**Wiring heat map**

The bar under the picture is 50 microns long. The die is cut into 34 by 34 equal tiles; dark blue is low, red is high, scaled to the fullest tile. Values are wire area over tile area, all layers added.
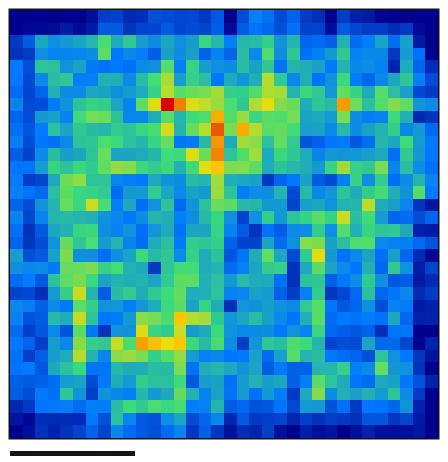
**Wiring by layer**

The bar under the picture is 50 microns long.
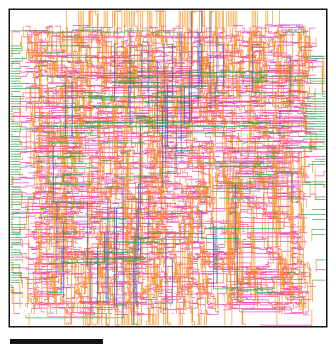
$ cat src/rtl/f_matvec.sv
`default_nettype none
// ============================================================================
// Module      : f_matvec
// Description : Streaming matrix-vector product f = H * x. A vector x is
//               latched once, then I rows of H are accepted one at a time.
//               Each row is multiply-accumulated serially, one column per
//               cycle, and its dot product is presented on the f stream.
//               Compile-time option F_MATVEC_SAT_EN: when defined, f clamps
//               to the signed OW-bit range and sat_flag latches any clamp;
//               when undefined, f wraps and sat_flag is tied low.
// Ports       : clk, rst          - clock, synchronous active-high reset
//               x/x_tvalid/x_tready - x vector stream (J elements of XW)
//               h/h_tvalid/h_tready - H row stream (J elements of HW)
//               f/f_tvalid/f_tready - result stream, f_tlast on row I-1
//               sat_flag          - sticky saturation indicator
// Revision    : 1.0 - initial release
// ============================================================================
module f_matvec #(
    parameter int J  = 14,
    parameter int I  = 7,
    parameter int HW = 16,
    parameter int XW = 2,
    parameter int OW = 24
) (
    input  logic             clk,
    input  logic             rst,
    input  logic [J*XW-1:0]  x,
    input  logic             x_tvalid,
    output logic             x_tready,
    input  logic [J*HW-1:0]  h,
    input  logic             h_tvalid,
    output logic             h_tready,
    output logic [OW-1:0]    f,
    output logic             f_tvalid,
    input  logic             f_tready,
    output logic             f_tlast,
    output logic             sat_flag
);

    localparam int ACCW = HW + XW + $clog2(J) + 1;
    localparam int PW   = HW + XW;
    localparam int KW   = (J > 1) ? $clog2(J) : 1;
    localparam int RW   = (I > 1) ? $clog2(I) : 1;

    localparam logic [1:0] c_IDLE   = 2'd0;
    localparam logic [1:0] c_WAIT_H = 2'd1;
    localparam logic [1:0] c_MAC    = 2'd2;
    localparam logic [1:0] c_OUT    = 2'd3;

    localparam logic [KW-1:0] c_KLAST = KW'(J - 1);
    localparam logic [RW-1:0] c_RLAST = RW'(I - 1);

    logic [1:0]       state_q, state_d;
    logic [J*XW-1:0]  x_q, x_d;
    logic [J*HW-1:0]  h_q, h_d;
    logic [ACCW-1:0]  acc_q, acc_d;
    logic [KW-1:0]    k_q, k_d;
    logic [RW-1:0]    row_q, row_d;

    // Current column product. Both operands are sign-extended to the full
    // product width first so the multiply is exact at that width.
    logic [HW-1:0]    w_h_el;
    logic [XW-1:0]    w_x_el;
    logic [PW-1:0]    w_h_ext, w_x_ext;
    logic [PW-1:0]    w_prod;
    logic [ACCW-1:0]  w_prod_ext;

    assign w_h_el     = h_q[k_q*HW +: HW];
    assign w_x_el     = x_q[k_q*XW +: XW];
    assign w_h_ext    = {{XW{w_h_el[HW-1]}}, w_h_el};
    assign w_x_ext    = {{HW{w_x_el[XW-1]}}, w_x_el};
    assign w_prod     = $signed(w_h_ext) * $signed(w_x_ext);
    assign w_prod_ext = {{(ACCW-PW){w_prod[PW-1]}}, w_prod};

    // State and datapath registers
    always_ff @(posedge clk) begin
        if (rst) begin
            state_q <= c_IDLE;
            x_q     <= '0;
            h_q     <= '0;
            acc_q   <= '0;
            k_q     <= '0;
            row_q   <= '0;
        end else begin
            state_q <= state_d;
            x_q     <= x_d;
            h_q     <= h_d;
            acc_q   <= acc_d;
            k_q     <= k_d;
            row_q   <= row_d;
        end
    end

    // Next-state logic
    always_comb begin
        state_d = state_q;
        case (state_q)
            c_IDLE:   if (x_tvalid)         state_d = c_WAIT_H;
            c_WAIT_H: if (h_tvalid)         state_d = c_MAC;
            c_MAC:    if (k_q == c_KLAST)   state_d = c_OUT;
            c_OUT:    if (f_tready)         state_d = (row_q == c_RLAST) ? c_IDLE : c_WAIT_H;
            default:                        state_d = c_IDLE;
        endcase
    end

    // Datapath next values
    always_comb begin
        x_d   = x_q;
        h_d   = h_q;
        acc_d = acc_q;
        k_d   = k_q;
        row_d = row_q;
        case (state_q)
            c_IDLE: begin
                if (x_tvalid) begin
                    x_d   = x;
                    row_d = '0;
                end
            end
            c_WAIT_H: begin
                if (h_tvalid) begin
                    h_d   = h;
                    acc_d = '0;
                    k_d   = '0;
                end
            end
            c_MAC: begin
                acc_d = acc_q + w_prod_ext;
                if (k_q != c_KLAST) k_d = k_q + 1'b1;
            end
            c_OUT: begin
                if (f_tready && (row_q != c_RLAST)) row_d = row_q + 1'b1;
            end
            default: ;
        endcase
    end

    // Output logic
    always_comb begin
        x_tready = (state_q == c_IDLE);
        h_tready = (state_q == c_WAIT_H);
        f_tvalid = (state_q == c_OUT);
        f_tlast  = (state_q == c_OUT) && (row_q == c_RLAST);
    end

`ifdef F_MATVEC_SAT_EN
    logic w_ovf;
    logic sat_q, sat_d;
`endif

    // Result formatting: narrow the accumulator to OW bits (wrap or clamp),
    // or sign-extend it when OW is wider than the accumulator.
    generate
        if (OW < ACCW) begin : g_narrow
`ifdef F_MATVEC_SAT_EN
            // Out of range whenever the bits above the OW-bit sign bit do
            // not all match it.
            logic [ACCW-OW:0] w_upper;
            assign w_upper = acc_q[ACCW-1:OW-1];
            assign w_ovf   = !((&w_upper) || (~|w_upper));
            assign f       = !w_ovf        ? acc_q[OW-1:0] :
                             acc_q[ACCW-1] ? {1'b1, {(OW-1){1'b0}}} :
                                             {1'b0, {(OW-1){1'b1}}};
`else
            assign f = acc_q[OW-1:0];
`endif
        end else if (OW == ACCW) begin : g_equal
`ifdef F_MATVEC_SAT_EN
            assign w_ovf = 1'b0;
`endif
            assign f = acc_q;
        end else begin : g_wide
`ifdef F_MATVEC_SAT_EN
            assign w_ovf = 1'b0;
`endif
            assign f = {{(OW-ACCW){acc_q[ACCW-1]}}, acc_q};
        end
    endgenerate

`ifdef F_MATVEC_SAT_EN
    // Set while a clamped result is being presented; cleared only by reset.
    assign sat_d = sat_q | ((state_q == c_OUT) && w_ovf);

    always_ff @(posedge clk) begin
        if (rst) sat_q <= 1'b0;
        else     sat_q <= sat_d;
    end

    assign sat_flag = sat_q;
`else
    assign sat_flag = 1'b0;
`endif

endmodule
`default_nettype wire

$ cat config.mk
export PLATFORM = sky130hd
export DESIGN_NAME = f_matvec
export DESIGN_NICKNAME = d
export VERILOG_FILES = /design/src/rtl/f_matvec.sv
export SDC_FILE = /design/constraint.sdc
export NUM_CORES = 1
export LEC_CHECK = 0
export ABC_AREA = 1
export CAP_MARGIN = 20
export CORE_MARGIN = 5
export CORE_UTILIZATION = 56
export CTS_BUF_LIST = sky130_fd_sc_hd__clkbuf_8 sky130_fd_sc_hd__clkbuf_16
export DETAILED_ROUTE_END_ITERATION = 10
export HOLD_SLACK_MARGIN = 0.03
export PLACE_DENSITY_LB_ADDON = 0.25
export SLEW_MARGIN = 20
export SYNTH_ARGS = -nofsm -noshare
export SYNTH_HDL_FRONTEND = slang
export SYNTH_SLANG_ARGS = --single-unit
export TNS_END_PERCENT = 100
$ cat constraint.sdc
create_clock -name clk -period 8.5 [get_ports clk]
set_input_delay 1.275 -clock clk [delete_from_list [all_inputs] [get_ports clk]]
set_output_delay 1.275 -clock clk [all_outputs]
set_load 0.005 [all_outputs]
==> ci_impl_report.md <==
### Metrics collected by this job

| Metric | Value |
|---|---|
| Post-Syn Area per Cell | 6.78 sq um |
| Top cells by count, synth | 687 x nor2_1, 418 x o21ai_0, 284 x dfxtp_1 |
| Data buffer area share | 16.1% |
| Clock buffers | 34 |
| Largest net degree at the start of global routing | 227 |
| Seq cells post-synth | 284 |
| Dominant kind of cell | combinational gates |
| Worst-path fanout max | 59 |
| Cell with the most instances after synthesis | nor2_1 |
| Mapped Cells | 2133 |
| Setup TNS | 0 ns |
| Final Hold Violation Tally | 0 |
| # Max-Cap Violations | 0 |
| Ant. Diodes | 0 |
| Worst r2r path cells | 30 |
| Peak Freq | 167 MHz |
| Distinct cells, synth | 44 |
| Ratio of cells with drive above 1 in the final layout | 3.33% |
| Worst slew pin tran | 1.08 ns |
| Synthesis-to-layout area growth | 26.4% |
| I/O Buffers | 284 |
| Bufs w/o clock | 294 |
| Final Skew | 0.0138 ns |
| Htree depth | 1 |
| Logic area | 7910 sq um |
| Hold wc startpoint | h_q[108] |
| Post-CTS resize count | 0 |
| CP endpoint kind | flop |
| Nonclk inv count | 76 |
| ClkCell Share | 5.63% |
| ANT nets after route | 0 |
| Clock Sinks | 284 |
| Site Rows | 58 |
| Final Non-Filler Cells | 2669 |
| Status | completed |
| Via count | 15.2k |
| Max Used Layer | met4 |
| Most numerous logic cell after layout | nor2_1 |
| Final WL | 46.3 mm |
| DIE HEIGHT | 171 microns |
| Flops | 284 |
| Static Leakage | 7.38 nW |
| R2r setup slk | 2.51 ns |
| DR WL met3 | 3.75 mm |
| Via-to-Cell Ratio | 5.70 |
| Register share after synthesis | 39.3% |
| Hold slack | 0.477 ns |
| Starting DRT DRC Count | 1537 |
| Layout fillers | 2053 |
| Core area | 25300 sq um |
| Global-route usage over all layers | 30.1% |
| Final Cell Area | 18300 sq um |
| Logic Gate Count | 1633 |
| RSZ-0062 raised after global routing | no |
| Worst-skew pair later-pin latency | 0.55 ns |
| Pins Over Slew Limit | 0 |
| Crit Path Class | reg2reg |
| Hold_buf cts | 0 |
| CTS tree | done |
| Top cells by area, synth | dfxtp_1 39%, nor2_1 18%, o21ai_0 14% |
| Syn_nets | 2454 |
| CTS root buf | clkbuf_16 |
| Flop share of the area | 31.1% |
| DP Cell Count | 2616 |
| Clock Tree Buf Depth | 3 |
| EDFF count, synth | 0 |
## Picture notes: 'wiring heat map'
fullest tile: 0.81
tiles over half the peak: 13%
mean over tiles: 0.27
nearly empty tiles: 2.8%
emptiest ninth of the die: bottom right

## Picture notes: 'wiring by layer'
legend:
  orange:
    layer: M2
    wire_length: 21.3 mm
  magenta:
    layer: M1
    wire_length: 19300 microns
  green:
    layer: M3
    wire_length: 3750 microns
  blue:
    layer: M4
    wire_length: 1920 microns

-- registers in the layout (all words and copies together), names as in the netlist --
name     cells
row_q        3
h_q        224
x_q         28
state_q      2
acc_q       23
k_q          4
-- worst max-delay path by stage --
| stage | startpoint | end | depth (start not counted) |
|---|---|---|---|
| after floorplan | k_q[0] | acc_q[22] | 30 |
| after global placement | k_q[1] | acc_q[22] | 29 |
| after detailed placement | k_q[1] | acc_q[22] | 29 |
| after CTS | k_q[1] | acc_q[22] | 29 |
| after global routing | k_q[1] | acc_q[17] | 27 |
| final | k_q[1] | acc_q[22] | 30 |
-- worst max-delay path, delay by kind of cell (launching register included) --
family / cells / cell delay (ns)
buf+inv: 7 / 1.38
fa+ha+maj: 4 / 1.34
simple gates: 12 / 1.63
flops: 1 / 0.31
compound gates: 6 / 1.05
xor+xnor: 1 / 0.15
-- report_power, final --
part	switching, mW	internal (mW)	total, mW
Sequential	0.188	1.61	1.80
Clock	0.538	0.825	1.36
Combinational	1.03	0.649	1.68
-- metrics by stage --
stage                     power (mW)  utilization (%)  setup slack [ns]
after global routing            5.14             72.2              1.77
after detailed placement        3.47             68.0              2.61
final                           4.85             72.2              2.51
after CTS                       4.83             72.1              2.56
after global placement          3.42             68.0              2.75
after floorplan                 2.90                -              3.98
-- per-layer routing --
layer	global-route usage, %	up-vias
met4	11.9	0
met2	49.1	644
met3	4.74	124
li1	-	7456
met1	40.0	6980
met5	0	-
-- cells by family (layout without fill, tap and decap cells) --
family,Yosys count,in the layout,synth area share [%]
AND-OR/OR-AND,594,594,22.0
XOR/XNOR,15,15,0.908
other,1,1,0.0259
buffers and inverters,216,422,6.08
AND/OR/NAND/NOR,959,959,25.9
flip-flops,284,284,39.3
adder cells (fa/ha/maj),64,64,5.69
No activity file was given, so power comes from the tool's default toggle rates.
